[src/rtl/imem_boot_loader.sv]
// Boot sequencer: receives a framed program over a byte stream and writes it into the instruction BRAM.
// Optional trailing XOR checksum byte is enabled by defining IMEM_BOOT_CHECKSUM_EN.
module imem_boot_loader #(
  parameter int unsigned MAX_WORDS = 256,
  parameter logic [31:0] BASE_ADDR = 32'h0,
  parameter logic [7:0]  MAGIC     = 8'hA5
) (
  input  logic        clk,
  input  logic        reset,
  input  logic        rx_valid,
  input  logic [7:0]  rx_data,
  input  logic        boot_req,
  output logic        core_reset,
  output logic        InstrWrite,
  output logic [31:0] WriteInst,
  output logic [31:0] WriteAdress,
  output logic        boot_done,
  output logic        boot_err,
  output logic [15:0] word_cnt
);

  typedef enum logic [2:0] {
    S_IDLE,
    S_LEN0,
    S_LEN1,
    S_DATA,
    S_LAST,
`ifdef IMEM_BOOT_CHECKSUM_EN
    S_CHK,
`endif
    S_RUN,
    S_ERROR
  } state_t;

  state_t      state;
  state_t      stateNext;
  logic [7:0]  lenLo;
  logic [15:0] lenWords;
  logic [1:0]  byteIdx;
  logic [23:0] lanes;
  logic [15:0] wordCnt;
  logic [15:0] rxLen;
  logic        lenTooBig;
  logic        lastWord;
`ifdef IMEM_BOOT_CHECKSUM_EN
  logic [7:0]  chkAcc;
`endif

  assign rxLen      = {rx_data, lenLo};
  assign lenTooBig  = {16'b0, rxLen} > MAX_WORDS;
  assign lastWord   = (wordCnt + 16'd1) == lenWords;

  assign core_reset = (state != S_RUN);
  assign boot_done  = (state == S_RUN);
  assign boot_err   = (state == S_ERROR);
  assign word_cnt   = wordCnt;

  // S_LAST delays the release of core_reset by one cycle after the final InstrWrite.
  always_comb begin
    stateNext = state;
    if (boot_req) begin
      stateNext = S_IDLE;
    end else begin
      case (state)
        S_IDLE: if (rx_valid && rx_data == MAGIC) stateNext = S_LEN0;
        S_LEN0: if (rx_valid) stateNext = S_LEN1;
        S_LEN1: begin
          if (rx_valid) begin
            if (rxLen == 16'd0) begin
`ifdef IMEM_BOOT_CHECKSUM_EN
              stateNext = S_CHK;
`else
              stateNext = S_RUN;
`endif
            end else if (lenTooBig) begin
              stateNext = S_ERROR;
            end else begin
              stateNext = S_DATA;
            end
          end
        end
        S_DATA: begin
          if (rx_valid && byteIdx == 2'd3 && lastWord) begin
`ifdef IMEM_BOOT_CHECKSUM_EN
            stateNext = S_CHK;
`else
            stateNext = S_LAST;
`endif
          end
        end
        S_LAST: stateNext = S_RUN;
`ifdef IMEM_BOOT_CHECKSUM_EN
        S_CHK: begin
          if (rx_valid) stateNext = (rx_data == chkAcc) ? S_RUN : S_ERROR;
        end
`endif
        S_RUN:   stateNext = S_RUN;
        S_ERROR: stateNext = S_ERROR;
        default: stateNext = S_IDLE;
      endcase
    end
  end

  always_ff @(posedge clk) begin
    if (reset) begin
      state       <= S_IDLE;
      InstrWrite  <= 1'b0;
      WriteInst   <= '0;
      WriteAdress <= BASE_ADDR;
      wordCnt     <= '0;
      byteIdx     <= '0;
      lanes       <= '0;
      lenLo       <= '0;
      lenWords    <= '0;
`ifdef IMEM_BOOT_CHECKSUM_EN
      chkAcc      <= '0;
`endif
    end else begin
      state      <= stateNext;
      InstrWrite <= 1'b0;
      if (boot_req) begin
        wordCnt <= '0;
        byteIdx <= '0;
        lanes   <= '0;
      end else if (rx_valid) begin
        case (state)
          S_IDLE: begin
`ifdef IMEM_BOOT_CHECKSUM_EN
            if (rx_data == MAGIC) chkAcc <= '0;
`endif
          end
          S_LEN0: begin
            lenLo <= rx_data;
`ifdef IMEM_BOOT_CHECKSUM_EN
            chkAcc <= chkAcc ^ rx_data;
`endif
          end
          S_LEN1: begin
            lenWords <= rxLen;
`ifdef IMEM_BOOT_CHECKSUM_EN
            chkAcc <= chkAcc ^ rx_data;
`endif
          end
          S_DATA: begin
`ifdef IMEM_BOOT_CHECKSUM_EN
            chkAcc <= chkAcc ^ rx_data;
`endif
            byteIdx <= byteIdx + 2'd1;
            case (byteIdx)
              2'd0: lanes[7:0]   <= rx_data;
              2'd1: lanes[15:8]  <= rx_data;
              2'd2: lanes[23:16] <= rx_data;
              default: begin
                InstrWrite  <= 1'b1;
                WriteInst   <= {rx_data, lanes};
                WriteAdress <= BASE_ADDR + {14'b0, wordCnt, 2'b00};
                wordCnt     <= wordCnt + 16'd1;
              end
            endcase
          end
          default: ;
        endcase
      end
    end
  end

endmodule

[config.mk]
export PLATFORM = sky130hd
export DESIGN_NAME = imem_boot_loader
export DESIGN_NICKNAME = d
export VERILOG_FILES = /design/src/rtl/imem_boot_loader.sv
export SDC_FILE = /design/constraint.sdc
export NUM_CORES = 1
export LEC_CHECK = 0
export ABC_AREA = 0
export CORE_MARGIN = 2
export CORE_UTILIZATION = 55
export DETAILED_ROUTE_END_ITERATION = 12
export PLACE_DENSITY = 0.83
export SETUP_SLACK_MARGIN = 0.15
export SYNTH_ARGS = -nofsm -noshare
export SYNTH_HDL_FRONTEND = slang
export SYNTH_SLANG_ARGS = --single-unit
[constraint.sdc]
create_clock -name clk -period 3 [get_ports clk]
set_input_delay 0.45 -clock clk [delete_from_list [all_inputs] [get_ports clk]]
set_output_delay 0.45 -clock clk [all_outputs]
set_load 0.03 [all_outputs]
==> flow_summary_export.csv, run 1 <==
group,metric,value,unit
outcome,status,"finished, final reports clean",
drt,wl,14.0,mm
grt,grt_max_degree,75,
drt,routed-wl-met2,6.84,mm
floorplanning,initial_core_util,0.556,
cells_and_area,nNetsFinal,736,
timing,setup_violations,0,
clock_network,clock-root-buffer,"clkbuf_8",
timing,finalCritPeriodShare,0.875,
setup_path,cp-start-kind,"register",
pwr,swShare,0.235,
drt,wl_met1,5.80,mm
setup_path,crit_family,"AND-OR/OR-AND gates",
drt,firstDrtPassIters,5,
floorplanning,die_x,103,µm
drt,route.detailed.drc,0,
cells_and_area,largest_reg_flops,32,
synthesis,ff_type,"dfxtp_1",
drt,detail-route-antenna-nets,0,
cells_and_area,lay_top_count,"nand2_1",
cells_and_area,final_cell_mix,"nand2_1 (141), dfxtp_1 (117), a21oi_1 (86), clkdlybuf4s50_1 (78), nor2_1 (59)",
drt,vias,4898,
synthesis,synthAoiAreaFrac,0.129,
min_path,hold-path-cell-count,3,
synthesis,synth.most_common_cell,"nand2_1",
synthesis,netlist_logic_family_top,"simple AND/OR/NAND/NOR gates",
timing,fmax,381,MHz
grt,grtUsageMet2,0.441,
drt,vias_per_cell,5.67,
floorplanning,fp-row-count,36,
cells_and_area,top_register,"WriteInst",
setup_path,crit_cells,7,
placed_design,post-place-ws,0.189,ns
floorplanning,die_h,103,µm
synthesis,ys.flops,118,
cells_and_area,ff_latch_area,0.00236,mm²
run 1: area by class of cell:
| type | instances | area share |
|---|---|---|
| inverters | 6 | 0.00335 |
| multi-input cells | 485 | 0.401 |
| clock buffers | 17 | 0.0617 |
| clock inverters | 15 | 0.0246 |
| repair buffers | 90 | 0.133 |
| well taps | 133 | 0.0248 |
| flip-flops and latches | 118 | 0.352 |
run 1: power groups by stage:
stage                     Combinational [mW]  Sequential, mW  Clock (mW)
after floorplan                       0.0732            1.60           0
after global placement                0.0941            1.60           0
after detailed placement              0.0944            1.60           0
after CTS                             0.0953            1.57        1.99
after global routing                   0.102            1.57        2.08
final                                 0.0960            1.57        1.98
Run 1, ports around the boundary:
Drawn at 4 px/µm. Pins as bars across the die edge, other pins in gray.
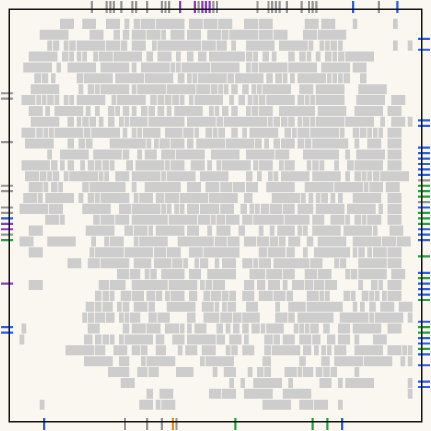
legend:
  blue:
    port: WriteAdress
    pins: 32
    direction: output
    edge: 25 right, 3 left, 2 top, 2 bottom
  purple:
    port: rx_data
    pins: 8
    direction: input
    edge: 5 top, 3 left
  green:
    port: word_cnt
    pins: 16
    direction: output
    edge: 12 right, 3 bottom, 1 left
  orange:
    port: core_reset
    pins: 1
    direction: output
    edge: bottom

Run 1, clock nets:
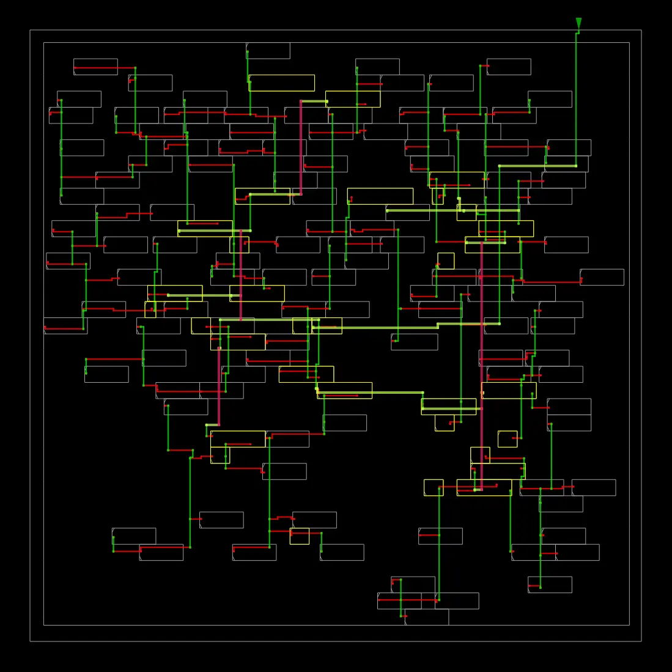
Worst Skew: 0.00967 ns
Latency at later pin: 0.52 ns
CTS buffer count: 17
Clock net power: 1.98 mW

Run 1, cells colored by class:
Drawn at 3 px/µm.
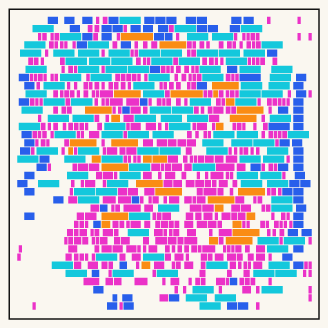
legend:
  magenta:
    class: combinational and other logic
    cells: 491
    share_of_their_area: 41%
  blue:
    class: other buffers and delay cells
    cells: 90
    share_of_their_area: 14%
  cyan:
    class: flops
    cells: 118
    share_of_their_area: 36%
  orange:
    class: clock drivers and dummy loads
    cells: 32
    share_of_their_area: 8.8%
utilization after layout: 0.697
final std cell area, no fill: 0.00672 mm²

Run 1, cell density map:
Drawn at 4 px/µm. 10 x 10 tiles, from black (low) to pale yellow (high), 0 to 100% covered.
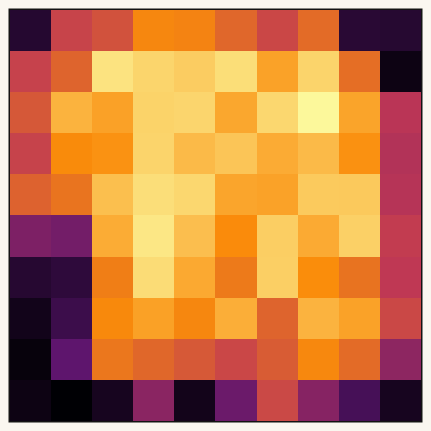

## Run 2: what changed since run 1
CORE_ASPECT_RATIO = 1.25   (was not set)
Run 2, cell density map:
Drawn at 3 px/µm. 9 x 11 tiles, from black (low) to pale yellow (high), 0 to 100% covered.
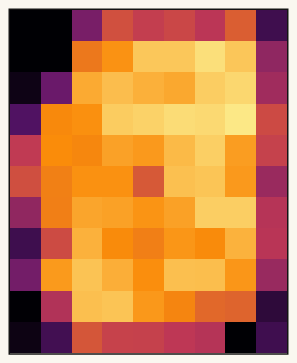
tiles over 75% full: 48%
nearly empty tiles: 6.1%
emptiest ninth of the die: upper left
fullest tile: 95%
mean over tiles: 62%
utilization after layout: 0.701
core area: 0.00956 mm²
Floorplan Utilization: 0.561

Run 2, metal layers overlaid:
Drawn at 2 px/µm.
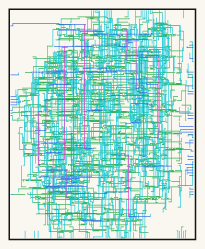
legend:
  cyan:
    layer: metal 2
    wire_length: 6970 µm
  magenta:
    layer: metal 4
    wire_length: 484 µm
  blue:
    layer: metal 3
    wire_length: 804 µm
  green:
    layer: metal 1
    wire_length: 5630 µm
wire length per cell: 16.2 µm
DRT Wirelength: 13.9 mm
GRT Total Usage: 0.276

==> flow_summary_export.csv, run 2 <==
group,metric,value,unit
outcome,status,"finished, final reports clean",
setup_path,cp-start-kind,"register",
clock_network,clock-root-buffer,"clkbuf_16",
pwr,powerComb,0.0952,mW
pwr,power.group.top,"the clock network",
synthesis,ff_type,"dfxtp_1",
cells_and_area,lay_top_count,"nand2_1",
synthesis,netlist_logic_family_top,"simple AND/OR/NAND/NOR gates",
cells_and_area,top_register,"WriteInst",
cells_and_area,largest_reg_flops,32,
clock_network,clk_latency,0.42,ns
timing,finalCritPeriodShare,0.853,
timing,finalHoldViolations,0,
cells_and_area,nNetsFinal,736,
drt,route.detailed.drc,0,
grt,grtUsageMet2,0.456,
cells_and_area,instances_no_fill,857,
floorplanning,die_h,114,µm
synthesis,synthAoiAreaFrac,0.129,
drt,firstDrtPassIters,5,
placed_design,post-place-ws,0.556,ns
pwr,swShare,0.221,
floorplanning,die_x,92.3,µm
grt,grt_max_degree,75,
synthesis,synth.most_common_cell,"nand2_1",
drt,routed-wl-met2,6.97,mm
clock_network,cts_inserted_buffers,17,
setup_path,cp_num_buf_inv,0,
drt,detail-route-antenna-nets,0,
timing,setup_violations,0,
cells_and_area,final_cell_mix,"nand2_1 (141), dfxtp_1 (118), a21oi_1 (86), clkdlybuf4s50_1 (78), nor2_1 (59)",
timing,clock_skew,0.0106,ns
drt,vias,4785,
cells_and_area,drive_above_1_share,0.0834,
timing,fmax,391,MHz
floorplanning,fp-row-count,40,
pwr,p_seq,1.57,mW
grt,antenna_found_initial,0,
cells_and_area,final_area,0.00670,mm²
## run 2: area by class of cell
class / instances / area (µm²)
fillers: 717 / 2860
multi-input cells: 485 / 2690
flip-flops and latches: 118 / 2360
repair buffers: 90 / 868
clock buffers: 17 / 425
clock inverters: 15 / 178
well taps: 126 / 158
inverters: 6 / 22.5
## run 2: worst paths after layout
check                              from                    endpoint  slack [ns]  depth (start not counted)
min          WriteInst[16]$_SDFFE_PP0P_  WriteInst[16]$_SDFFE_PP0P_        0.45                          2
min reg2reg  WriteInst[16]$_SDFFE_PP0P_  WriteInst[16]$_SDFFE_PP0P_        0.45                          2
max            word_cnt[0]$_SDFFE_PP0P_       state[1]$_SDFFE_PP0P_        0.44                          7
max reg2reg    word_cnt[0]$_SDFFE_PP0P_       state[1]$_SDFFE_PP0P_        0.44                          7
Power is estimated from default activity; no workload was simulated.
